[src/rtl/sonar_scheduler_if.sv]
// Signal bundle between the sonar scheduler and its environment: the per-channel
// start/done/result handshake, the sample strobe and status flags, and the
// memory-mapped read port. The scheduler takes the master side.
interface sonar_scheduler_if #(
   parameter int NUM_CH = 4,
   parameter int CH_W   = 2
);
   logic [NUM_CH-1:0]    enable_mask;
   logic [NUM_CH-1:0]    start;
   logic [NUM_CH-1:0]    done;
   logic [NUM_CH*16-1:0] range_in;
   logic                 sample_valid;
   logic [CH_W-1:0]      sample_ch;
   logic [NUM_CH-1:0]    chan_valid;
   logic [NUM_CH-1:0]    timeout_flag;
   logic [CH_W-1:0]      rd_addr;
   logic [15:0]          rd_data;

   modport master (
      input  enable_mask, done, range_in, rd_addr,
      output start, sample_valid, sample_ch, chan_valid, timeout_flag, rd_data
   );

   modport slave (
      output enable_mask, done, range_in, rd_addr,
      input  start, sample_valid, sample_ch, chan_valid, timeout_flag, rd_data
   );
endinterface

[src/rtl/sonar_scheduler.sv]
// Round-robin scheduler for ultrasonic ranging channels sharing one acoustic
// space. One channel is fired at a time through a start/done handshake, a guard
// gap follows every store, and each channel's last 16-bit result is kept in a
// register bank served by a registered read port.
// Optional feature macro: SONAR_TIMEOUT_EN -- bounds WAIT_DONE to TIMEOUT_CYCLES
// and stores 16'hFFFF with a per-channel timeout flag when a channel stays silent.
module sonar_scheduler #(
   parameter int NUM_CH         = 4,
   parameter int CH_W           = 2,
   parameter int GUARD_CYCLES   = 3000000,
   parameter int GUARD_W        = 22,
   parameter int TIMEOUT_CYCLES = 2500000,
   parameter int TIMEOUT_W      = 22
) (
   input logic               clk,
   input logic               reset,
   sonar_scheduler_if.master bus
);

   typedef enum logic [2:0] {
      IDLE,
      SELECT,
      FIRE,
      WAIT_DONE,
      STORE,
      GUARD
   } state_t;

   state_t              state;
   logic [CH_W-1:0]     ptr;
   logic [GUARD_W-1:0]  guard_cnt;
   logic [NUM_CH-1:0]   start_q;
   logic                sample_valid_q;
   logic [CH_W-1:0]     sample_ch_q;
   logic [NUM_CH-1:0]   chan_valid_q;
   logic [15:0]         rd_data_q;

   logic [15:0]         range_p0;
   logic [15:0]         bank [NUM_CH];
   logic [15:0]         range_slice [NUM_CH];
   logic [15:0]         store_val;

   logic                sel_found;
   logic [CH_W-1:0]     sel_idx;
   logic [CH_W-1:0]     cand;
   logic                done_hit;
   logic                rd_in_range;

`ifdef SONAR_TIMEOUT_EN
   logic [TIMEOUT_W-1:0] to_cnt;
   logic                 to_hit;
   logic                 to_expire;
   logic [NUM_CH-1:0]    timeout_flag_q;

   assign to_expire          = (to_cnt == TIMEOUT_W'(TIMEOUT_CYCLES - 1));
   assign store_val          = to_hit ? 16'hFFFF : range_p0;
   assign bus.timeout_flag   = timeout_flag_q;
`else
   // Timeout configuration is not used when the timeout feature is left out.
   wire unused_timeout_cfg = (TIMEOUT_CYCLES > 0) && (TIMEOUT_W > 0);

   assign store_val          = range_p0;
   assign bus.timeout_flag   = '0;
`endif

   assign done_hit     = bus.done[ptr];
   assign rd_in_range  = (32'(bus.rd_addr) < NUM_CH);

   assign bus.start        = start_q;
   assign bus.sample_valid = sample_valid_q;
   assign bus.sample_ch    = sample_ch_q;
   assign bus.chan_valid   = chan_valid_q;
   assign bus.rd_data      = rd_data_q;

   // Split the packed result bus into per-channel 16-bit words.
   always_comb begin
      for (int i = 0; i < NUM_CH; i++) begin
         range_slice[i] = bus.range_in[16*i +: 16];
      end
   end

   // Round-robin search: scan from farthest to nearest so the nearest enabled
   // channel after ptr wins, with ptr itself as the last resort.
   always_comb begin
      sel_found = 1'b0;
      sel_idx   = ptr;
      cand      = '0;
      for (int k = NUM_CH; k >= 1; k--) begin
         cand = CH_W'((int'(ptr) + k) % NUM_CH);
         if (bus.enable_mask[cand]) begin
            sel_found = 1'b1;
            sel_idx   = cand;
         end
      end
   end

   // Scheduler FSM with registered start, sample strobe and status flags.
   always_ff @(posedge clk or posedge reset) begin
      if (reset) begin
         state          <= IDLE;
         ptr            <= CH_W'(NUM_CH - 1);
         guard_cnt      <= '0;
         start_q        <= '0;
         sample_valid_q <= 1'b0;
         sample_ch_q    <= '0;
         chan_valid_q   <= '0;
`ifdef SONAR_TIMEOUT_EN
         to_cnt         <= '0;
         to_hit         <= 1'b0;
         timeout_flag_q <= '0;
`endif
      end else begin
         start_q        <= '0;
         sample_valid_q <= 1'b0;
         case (state)
            IDLE: begin
               if (bus.enable_mask != '0) begin
                  state <= SELECT;
               end
            end
            SELECT: begin
               if (sel_found) begin
                  ptr     <= sel_idx;
                  start_q <= NUM_CH'(1) << sel_idx;
                  state   <= FIRE;
               end else begin
                  state <= IDLE;
               end
            end
            FIRE: begin
`ifdef SONAR_TIMEOUT_EN
               to_cnt <= '0;
               to_hit <= 1'b0;
`endif
               state  <= WAIT_DONE;
            end
            WAIT_DONE: begin
               // A done arriving together with the timeout still counts as good.
               if (done_hit) begin
                  state <= STORE;
               end
`ifdef SONAR_TIMEOUT_EN
               else if (to_expire) begin
                  to_hit <= 1'b1;
                  state  <= STORE;
               end else begin
                  to_cnt <= to_cnt + 1'b1;
               end
`endif
            end
            STORE: begin
               sample_valid_q    <= 1'b1;
               sample_ch_q       <= ptr;
               chan_valid_q[ptr] <= 1'b1;
`ifdef SONAR_TIMEOUT_EN
               timeout_flag_q[ptr] <= to_hit;
`endif
               guard_cnt         <= '0;
               state             <= GUARD;
            end
            GUARD: begin
               if (guard_cnt == GUARD_W'(GUARD_CYCLES - 1)) begin
                  state <= SELECT;
               end else begin
                  guard_cnt <= guard_cnt + 1'b1;
               end
            end
            default: begin
               state <= IDLE;
            end
         endcase
      end
   end

   // ---- stage p0: capture the selected channel's result on its done strobe
   always_ff @(posedge clk) begin
      if (state == WAIT_DONE && done_hit) begin
         range_p0 <= range_slice[ptr];
      end
   end

   // ---- bank write: commit the captured (or timeout) value in STORE
   always_ff @(posedge clk or posedge reset) begin
      if (reset) begin
         for (int i = 0; i < NUM_CH; i++) begin
            bank[i] <= '0;
         end
      end else if (state == STORE) begin
         bank[ptr] <= store_val;
      end
   end

   // Registered read port; a same-cycle store is seen one read later.
   always_ff @(posedge clk or posedge reset) begin
      if (reset) begin
         rd_data_q <= '0;
      end else if (rd_in_range) begin
         rd_data_q <= bank[bus.rd_addr];
      end else begin
         rd_data_q <= '0;
      end
   end

endmodule

[src/flat_wrapper.sv]
// flat-port wrapper written by rule: the top's interface ports become plain ports
module sonar_scheduler_flat 
#(
   parameter int NUM_CH         = 4,
   parameter int CH_W           = 2,
   parameter int GUARD_CYCLES   = 3000000,
   parameter int GUARD_W        = 22,
   parameter int TIMEOUT_CYCLES = 2500000,
   parameter int TIMEOUT_W      = 22
)
  (clk, reset, bus_enable_mask, bus_done, bus_range_in, bus_rd_addr, bus_start, bus_sample_valid, bus_sample_ch, bus_chan_valid, bus_timeout_flag, bus_rd_data);
  sonar_scheduler_if #(.NUM_CH(NUM_CH), .CH_W(CH_W)) bus_i ();
  input logic clk;
  input logic reset;
  input wire logic [$bits(bus_i.enable_mask)-1:0] bus_enable_mask;
  input wire logic [$bits(bus_i.done)-1:0] bus_done;
  input wire logic [$bits(bus_i.range_in)-1:0] bus_range_in;
  input wire logic [$bits(bus_i.rd_addr)-1:0] bus_rd_addr;
  output wire logic [$bits(bus_i.start)-1:0] bus_start;
  output wire logic [$bits(bus_i.sample_valid)-1:0] bus_sample_valid;
  output wire logic [$bits(bus_i.sample_ch)-1:0] bus_sample_ch;
  output wire logic [$bits(bus_i.chan_valid)-1:0] bus_chan_valid;
  output wire logic [$bits(bus_i.timeout_flag)-1:0] bus_timeout_flag;
  output wire logic [$bits(bus_i.rd_data)-1:0] bus_rd_data;
  assign bus_i.enable_mask = bus_enable_mask;
  assign bus_i.done = bus_done;
  assign bus_i.range_in = bus_range_in;
  assign bus_i.rd_addr = bus_rd_addr;
  assign bus_start = bus_i.start;
  assign bus_sample_valid = bus_i.sample_valid;
  assign bus_sample_ch = bus_i.sample_ch;
  assign bus_chan_valid = bus_i.chan_valid;
  assign bus_timeout_flag = bus_i.timeout_flag;
  assign bus_rd_data = bus_i.rd_data;
  sonar_scheduler #(.NUM_CH(NUM_CH), .CH_W(CH_W), .GUARD_CYCLES(GUARD_CYCLES), .GUARD_W(GUARD_W), .TIMEOUT_CYCLES(TIMEOUT_CYCLES), .TIMEOUT_W(TIMEOUT_W)) u_core (.clk(clk), .reset(reset), .bus(bus_i));
endmodule
[config.mk]
export PLATFORM = sky130hd
export DESIGN_NAME = sonar_scheduler_flat
export DESIGN_NICKNAME = d
export VERILOG_FILES = /design/src/rtl/sonar_scheduler_if.sv /design/src/rtl/sonar_scheduler.sv /design/src/flat_wrapper.sv
export SDC_FILE = /design/constraint.sdc
export NUM_CORES = 1
export LEC_CHECK = 0
export CAP_MARGIN = 20
export CORE_ASPECT_RATIO = 2
export CORE_UTILIZATION = 53
export DETAILED_ROUTE_END_ITERATION = 6
export PLACE_DENSITY = 0.8
export SKIP_CTS_REPAIR_TIMING = 1
export SYNTH_ARGS = -nofsm -noshare
export SYNTH_HDL_FRONTEND = slang
export SYNTH_SLANG_ARGS = --single-unit
[constraint.sdc]
create_clock -name clk -period 4.9 [get_ports clk]
set_input_delay 0.49 -clock clk [delete_from_list [all_inputs] [get_ports clk]]
set_output_delay 0.49 -clock clk [all_outputs]
set_load 0.02 [all_outputs]
### Signal wires on met2

Scale bar: 20 um.
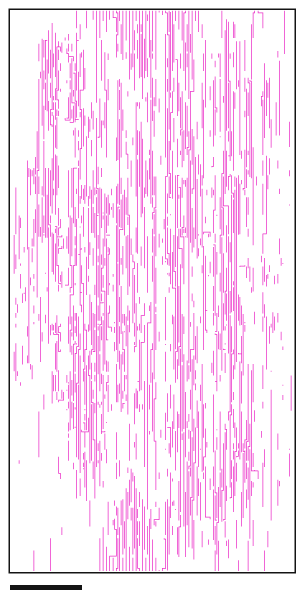
The layer carries 8,270 um of wire. The wires run mostly vertical. The layer holds 56% of the routed length. 582 nets have wire on it. The longest straight run is 75.1 um.

### Placement view

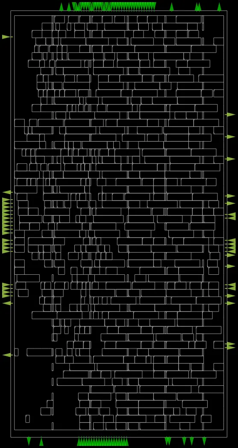
core area: 11,700 sq um
Cell Rows: 56
tap cells: 145

### Signal wires by layer

Only two layers are drawn.
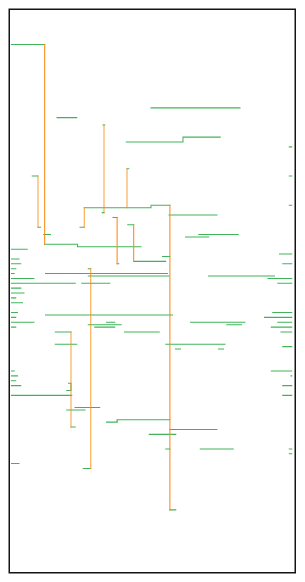
Orange is met4, wire length 301 um. Green is met3, wire length 573 um.
gr usage total: 0.2546
drt wl/cell: 20.56 um

==> results.ini <==
[status]
outcome = complete, no violations

[placement]
gp_congestion = 0.8630
dp_hpwl_um = 9713
io_buffers = 102
place_ws_ns = 1.816

[worst_setup_path]
end_kind = flop
worst-setup-path-type = reg2reg
critPathRequiredTime_ns = 5.17
worstPathMaxFanout = 17
cp-start-kind = flop
worstPathArrival_ns = 3.40

[power]
pwr_density_cell_nw_per_um2 = 546.2
p_sw_mw = 1.373
comb_power_share = 0.282
pwr-share-seq = 0.433
total_power_mw = 4.385
clk-power_mw = 1.25
clkPwrFrac = 0.284
comb_power_mw = 1.24
power_leader = registers
power.leakage_nw = 3.443
seq-power_mw = 1.90
vdd_drop_max_uv = 491.7
internal_power_mw = 3.012
swShare = 0.3131

[finish]
syn_to_final_growth_pct = 26.32
diodes = 0
final_nets = 638
fillers = 800
drive_gt1_frac = 0.1544

[job]
max_cap_violations = 0
warnings = 29

[drt]
routed_wl_um = 14700
first_pass_iters = 4
wl_met3_um = 573
vias = 4277
drt_iter0_markers = 278
drt-met1-wl_um = 5555
topRoutingLayerUsed = met4
routed_via_density = 5.982
ant_nets = 0
route.detailed.drc = 0
route.met2.wl_um = 8267

[floorplan]
ios = 107
chipArea_sq_um = 12460
die_width_um = 79.43
die_y_um = 156.9
fp_util = 0.5431

[logic_synthesis]
ys_seq_frac = 0.5407
yosys_area_sq_um = 6355
synth_cell_types = 60
yosysCellCount = 458
synth_area_sq_um = 6355
largest_area_cell = dfrtp_1
synth-edff-count = 16
netlist_top_cells_area = dfrtp_1 46%, mux4_2 12%, mux2_1 11%, edfxtp_1 7.6%, nand2_1 1.5%
ff_type = dfrtp_1
avgSynthCellArea_sq_um = 13.88
numSynthFlops = 134
synth_warnings = 0
syn_inst = 458
synth_top_area_share = 0.4568
async_flop_share = 0.8806

[sta]
setup_ws_ns = 1.776
timing_hold_violations_final = 0
fin_tns_setup_ns = 0
clock_skew_ns = 0.008742
max_freq_ghz = 0.3201
fin_crit_ns = 3.124
rsz0062_at_grt = no
setup-violations-final = 0
maxSlewHeadroom = 0.3231
slew_viol_final = 0
worstMarginPinSlew_ns = 1.015
finalCritPeriodShare = 0.6375

[clock_network]
cts_root_buffer = clkbuf_16
clk_latency_ns = 0.41
cts_buffers = 17
path_clk_slew_ns = 0.06
clockBufferDepth = 2
htree_levels = 4
clock_sinks = 134
cts_tree = yes

[global_route]
grt_pass1_wl_um = 23340
grt_max_degree = 83
grt-ovfl-total = 0
grt_pass1_vias = 4532
grt_antenna_before_repair = 0

[hold_path]
hp-class = in2async

### Sequential cells grouped by signal name

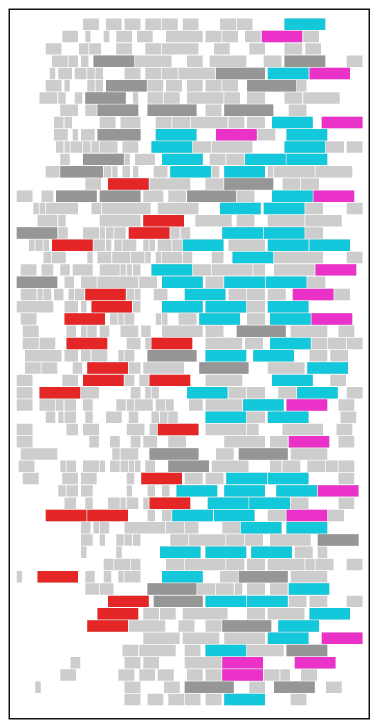
Magenta is `u_core.bus.rd_data`, flops 16. Red is `u_core.guard_cnt`, flops 22. Cyan is `u_core.bank`, flops 64.
Another 32 sequential cells are not colored.

### I/O nets highlighted

Scale bar: 20 um.
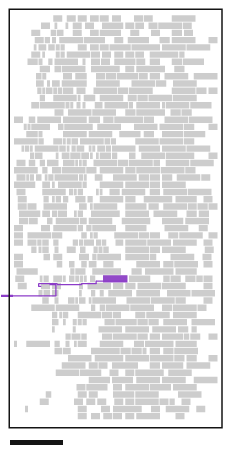
Purple is `bus_sample_valid`, direction output, edge west, end cells 1, buffers 1, wire 60.1 um.

[final cells by class]
type,count,area [sq um],share of cell area
Clock buffer,18,429.2,0.05346
Clock inverter,14,150.1,0.01870
Inverter,10,40.04,0.004988
Multi-Input combinational cell,287,2713,0.3379
Sequential cell,134,3436,0.4280
Tap cell,145,181.4,0.02260
Timing Repair Buffer,107,1079,0.1344
[metrics by stage]
| step | utilization | area (sq um) | instances | hold WS, ns |
|---|---|---|---|---|
| floorplan | - | 6366 | 461 | 0.4524 |
| global placement | 0.6342 | 7421 | 682 | 0.4462 |
| detailed placement | 0.6342 | 7421 | 682 | 0.4554 |
| CTS | 0.6837 | 8000 | 714 | 0.4717 |
| global route | 0.6861 | 8028 | 715 | 0.3524 |
| finish | 0.6861 | 8028 | 715 | 0.3327 |
[cell usage after synthesis (5+ instances only)]
library cell and n:
nor4_1 5, a21oi_1 11, mux2i_1 7, nand4_1 6, nand2_1 25, inv_1 9
mux2_1 64, edfxtp_1 16, nand3_1 10, or2_1 6, nor2_1 11, o21ai_0 11
mux4_2 33, buf_4 8, clkbuf_1 7, nand2b_1 9, nor3_1 7, dfrtp_1 116
buf_2 10, ha_1 5, or3_1 5, and2_1 8
[per-layer routing]
metal,up-vias,GRT usage
met5,-,0
met4,0,0.09784
met3,26,0.04548
met2,118,0.4562
met1,2214,0.2957
li1,1919,-
[cell usage in the layout (no fill, tap or decap), types with 9 or more instances in the layout]
master,netlist,final
mux4_2,33,33
nor2_1,11,11
nand3_1,10,10
mux2_1,64,64
nand2b_1,9,9
clkdlybuf4s50_1,0,102
nand2_1,25,25
clkbuf_16,0,17
dfrtp_1,116,116
edfxtp_1,16,16
a21oi_1,11,11
o21ai_0,11,11
[worst max-delay path: stages, from the launching register on]
cell	delay, ns
dfrtp_1	0.53
nand2b_1	0.33
or2_1	0.53
inv_2	0.32
and2_1	0.84
mux2_1	0.42
[cell families (layout without fill, tap and decap cells)]
kind of cell | Yosys count | after routing | synth area share
AOI/OAI and AO/OA | 50 | 50 | 0.05474
xor gates and xnor gates | 4 | 4 | 0.005512
adders and majority gates | 5 | 5 | 0.009844
buffers and inverters | 40 | 149 | 0.03505
DFF | 134 | 134 | 0.5407
muxes | 107 | 107 | 0.2467
other | 1 | 4 | 0.0005901
and+or+nand+nor | 117 | 117 | 0.1069
[state kept, by name, indices dropped and copies added (netlist names)]
signal                   flops
u_core.bank                 64
u_core.bus.chan_valid        4
u_core.bus.rd_data          16
u_core.bus.sample_ch         2
u_core.bus.sample_valid      1
u_core.bus.start             4
u_core.guard_cnt            22
u_core.ptr                   2
u_core.range_p0             16
u_core.state                 3
[final timing paths]
path	from	endpoint	slack (ns)	cells after the start
worst max-delay path	u_core.state[2]	u_core.bank[15]	1.78	5
worst min-delay path	reset	u_core.guard_cnt[19]	0.33	2
worst max register to register	u_core.state[2]	u_core.bank[15]	1.78	5
worst min register to register	u_core.bus.chan_valid[0]	u_core.bus.chan_valid[0]	0.46	1
max in group asynchronous	reset	u_core.bus.rd_data[6]	3.44	4
min in group clk	u_core.bus.chan_valid[0]	u_core.bus.chan_valid[0]	0.46	1
No activity file was given, so power comes from the tool's default toggle rates.
